==> src/rtl/joystick_step_ctrl.sv <==
// Joystick-to-command converter: direction steps with delayed auto-repeat and a
// rate-limited fire, each delivered over its own single-entry valid/ready channel.
module joystick_step_ctrl #(
    parameter int unsigned DELAY_CYC    = 12_500_000,
    parameter int unsigned REPEAT_CYC   = 5_000_000,
    parameter int unsigned COOLDOWN_CYC = 10_000_000,
    parameter int unsigned CNT_W        = 24
) (
    input  logic       clk,
    input  logic       rst_n,
    input  logic       i_up,
    input  logic       i_down,
    input  logic       i_left,
    input  logic       i_right,
    input  logic       i_fire_n,
    output logic       o_move_valid,
    output logic [1:0] o_move_dir,
    input  logic       i_move_ready,
    output logic       o_fire_valid,
    input  logic       i_fire_ready,
    output logic       o_dir_held
);

    typedef enum logic [1:0] {StIdle, StFirst, StRepeat} state_e;

    localparam logic [2:0] ResNone = 3'b000;

    state_e           state_q;
    logic [2:0]       res_d, res_q;  // {active, dir}
    logic [2:0]       dir_q;
    logic [CNT_W-1:0] cnt_q;
    logic [CNT_W-1:0] cool_q;
    logic             fire_req_q;
    logic             change, step, fire_take;

    always_comb begin
        res_d = ResNone;
        if (i_up && !i_down) begin
            res_d = 3'b100;
        end else if (i_down && !i_up) begin
            res_d = 3'b101;
        end else if (i_left && !i_right) begin
            res_d = 3'b110;
        end else if (i_right && !i_left) begin
            res_d = 3'b111;
        end
    end

    always_comb begin
        change    = (res_q != dir_q);
        step      = res_q[2] && (change || (state_q != StIdle && cnt_q == '0));
        fire_take = !i_fire_n && (cool_q == '0);
    end

    // Move FSM; the counter keeps running regardless of consumer backpressure.
    always_ff @(posedge clk or negedge rst_n) begin
        if (!rst_n) begin
            state_q      <= StIdle;
            res_q        <= ResNone;
            dir_q        <= ResNone;
            cnt_q        <= '0;
            o_move_valid <= 1'b0;
            o_move_dir   <= 2'd0;
            o_dir_held   <= 1'b0;
        end else begin
            res_q <= res_d;
            dir_q <= res_q;
            if (!res_q[2]) begin
                state_q    <= StIdle;
                cnt_q      <= '0;
                o_dir_held <= 1'b0;
            end else if (change) begin
                state_q    <= StFirst;
                cnt_q      <= CNT_W'(DELAY_CYC - 1);
                o_dir_held <= 1'b1;
            end else if (state_q != StIdle) begin
                if (cnt_q == '0) begin
                    state_q <= StRepeat;
                    cnt_q   <= CNT_W'(REPEAT_CYC - 1);
                end else begin
                    cnt_q <= cnt_q - CNT_W'(1);
                end
            end

            // A newer step overwrites an unconsumed one.
            if (step) begin
                o_move_valid <= 1'b1;
                o_move_dir   <= res_q[1:0];
            end else if (o_move_valid && i_move_ready) begin
                o_move_valid <= 1'b0;
            end
        end
    end

    always_ff @(posedge clk or negedge rst_n) begin
        if (!rst_n) begin
            fire_req_q   <= 1'b0;
            cool_q       <= '0;
            o_fire_valid <= 1'b0;
        end else begin
            fire_req_q <= fire_take;
            if (fire_take) begin
                cool_q <= CNT_W'(COOLDOWN_CYC - 1);
            end else if (cool_q != '0) begin
                cool_q <= cool_q - CNT_W'(1);
            end

            if (fire_req_q) begin
                o_fire_valid <= 1'b1;
            end else if (o_fire_valid && i_fire_ready) begin
                o_fire_valid <= 1'b0;
            end
        end
    end

endmodule

==> config.mk <==
export PLATFORM = sky130hd
export DESIGN_NAME = joystick_step_ctrl
export DESIGN_NICKNAME = d
export VERILOG_FILES = /design/src/rtl/joystick_step_ctrl.sv
export SDC_FILE = /design/constraint.sdc
export NUM_CORES = 1
export LEC_CHECK = 0
export CAP_MARGIN = 20
export CORE_MARGIN = 2
export CORE_UTILIZATION = 38
export DETAILED_ROUTE_END_ITERATION = 16
export SLEW_MARGIN = 15
export SYNTH_ARGS = -nofsm -noshare
export SYNTH_HDL_FRONTEND = slang
export SYNTH_SLANG_ARGS = --single-unit
==> constraint.sdc <==
create_clock -name clk -period 2.9 [get_ports clk]
set_input_delay 0.435 -clock clk [delete_from_list [all_inputs] [get_ports clk]]
set_output_delay 0.435 -clock clk [all_outputs]
set_load 0.005 [all_outputs]
==> notes.md <==
The synthesis and PnR run went through. Relative area change from synthesis to final layout landed at 13.3%. The sequential cells in the finished layout cover a total of 1550 µm². The run finished with clean final reports. Required time of the worst setup path landed at 3120 ps. Looking at the max-slew report, the worst-margin pin has a slew of 740 ps.

Number of cells in the yosys synthesis report landed at 346. Per the layout report, the design carries 10 clock buffers. Area fraction in compound gates landed at 17.2%. Delay of the slowest cell on the worst path landed at 600 ps. Wire segments on met2 add up to 3250 µm in the final route. HPWL after detailed placement landed at 5100 µm. Final total power landed at 2.26 mW. The share of total power dissipated in combinational logic is 22.7%.

Per the STA report, the cell with the highest stage delay on the worst path is sky130_fd_sc_hd__or4b_2. Number of antenna violations at the first check in global routing landed at 0. The detail route stage leaves a number of antenna-violating nets equal to 0.

Critical-path maximum fanout landed at 5. The kind of cell with the highest combined delay along the critical path is simple AND/OR/NAND/NOR gates. Number of gates given a new drive strength after cts landed at 0. Clock transition at the register clock pins on the worst setup and hold paths after CTS landed at 60 ps. In this run the critical path is formed by inv_1 -> ha_1 -> or4b_2 -> or4_4 -> nor3_2 -> mux2_2 -> o221a_2.

In the final layout, clock buffers and inverters account for 3.75% of the cell area.
Wiring by layer:
Scale: 6 px per µm. Only two layers are drawn.
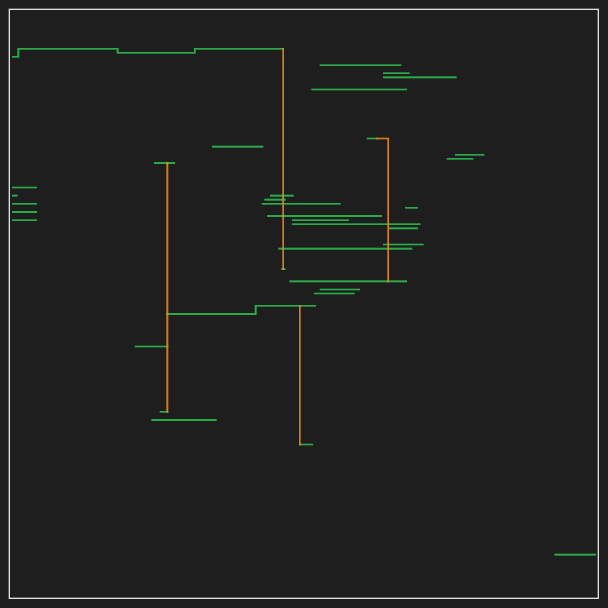
Key: orange = M4 [wire length 127 µm]; green = M3 [wire length 319 µm]
Overall Global Routing Usage: 16.8%
via count of the routed design: 2779

Wires at chosen ports, followed through buffers:
Scale: 4 px per µm.
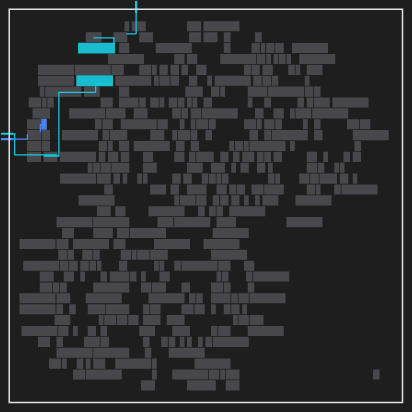
Key: cyan = o_move_dir [bits 2, direction output, edge 1 top, 1 left, end cells 2, buffers 2, wire 66.2 µm]; blue = i_left [bits 1, direction input, edge left, end cells 1, buffers 1, wire 7.40 µm]
number of top-level pins: 14
count of buffers from port buffering: 13

Power is estimated from default activity; no workload was simulated.
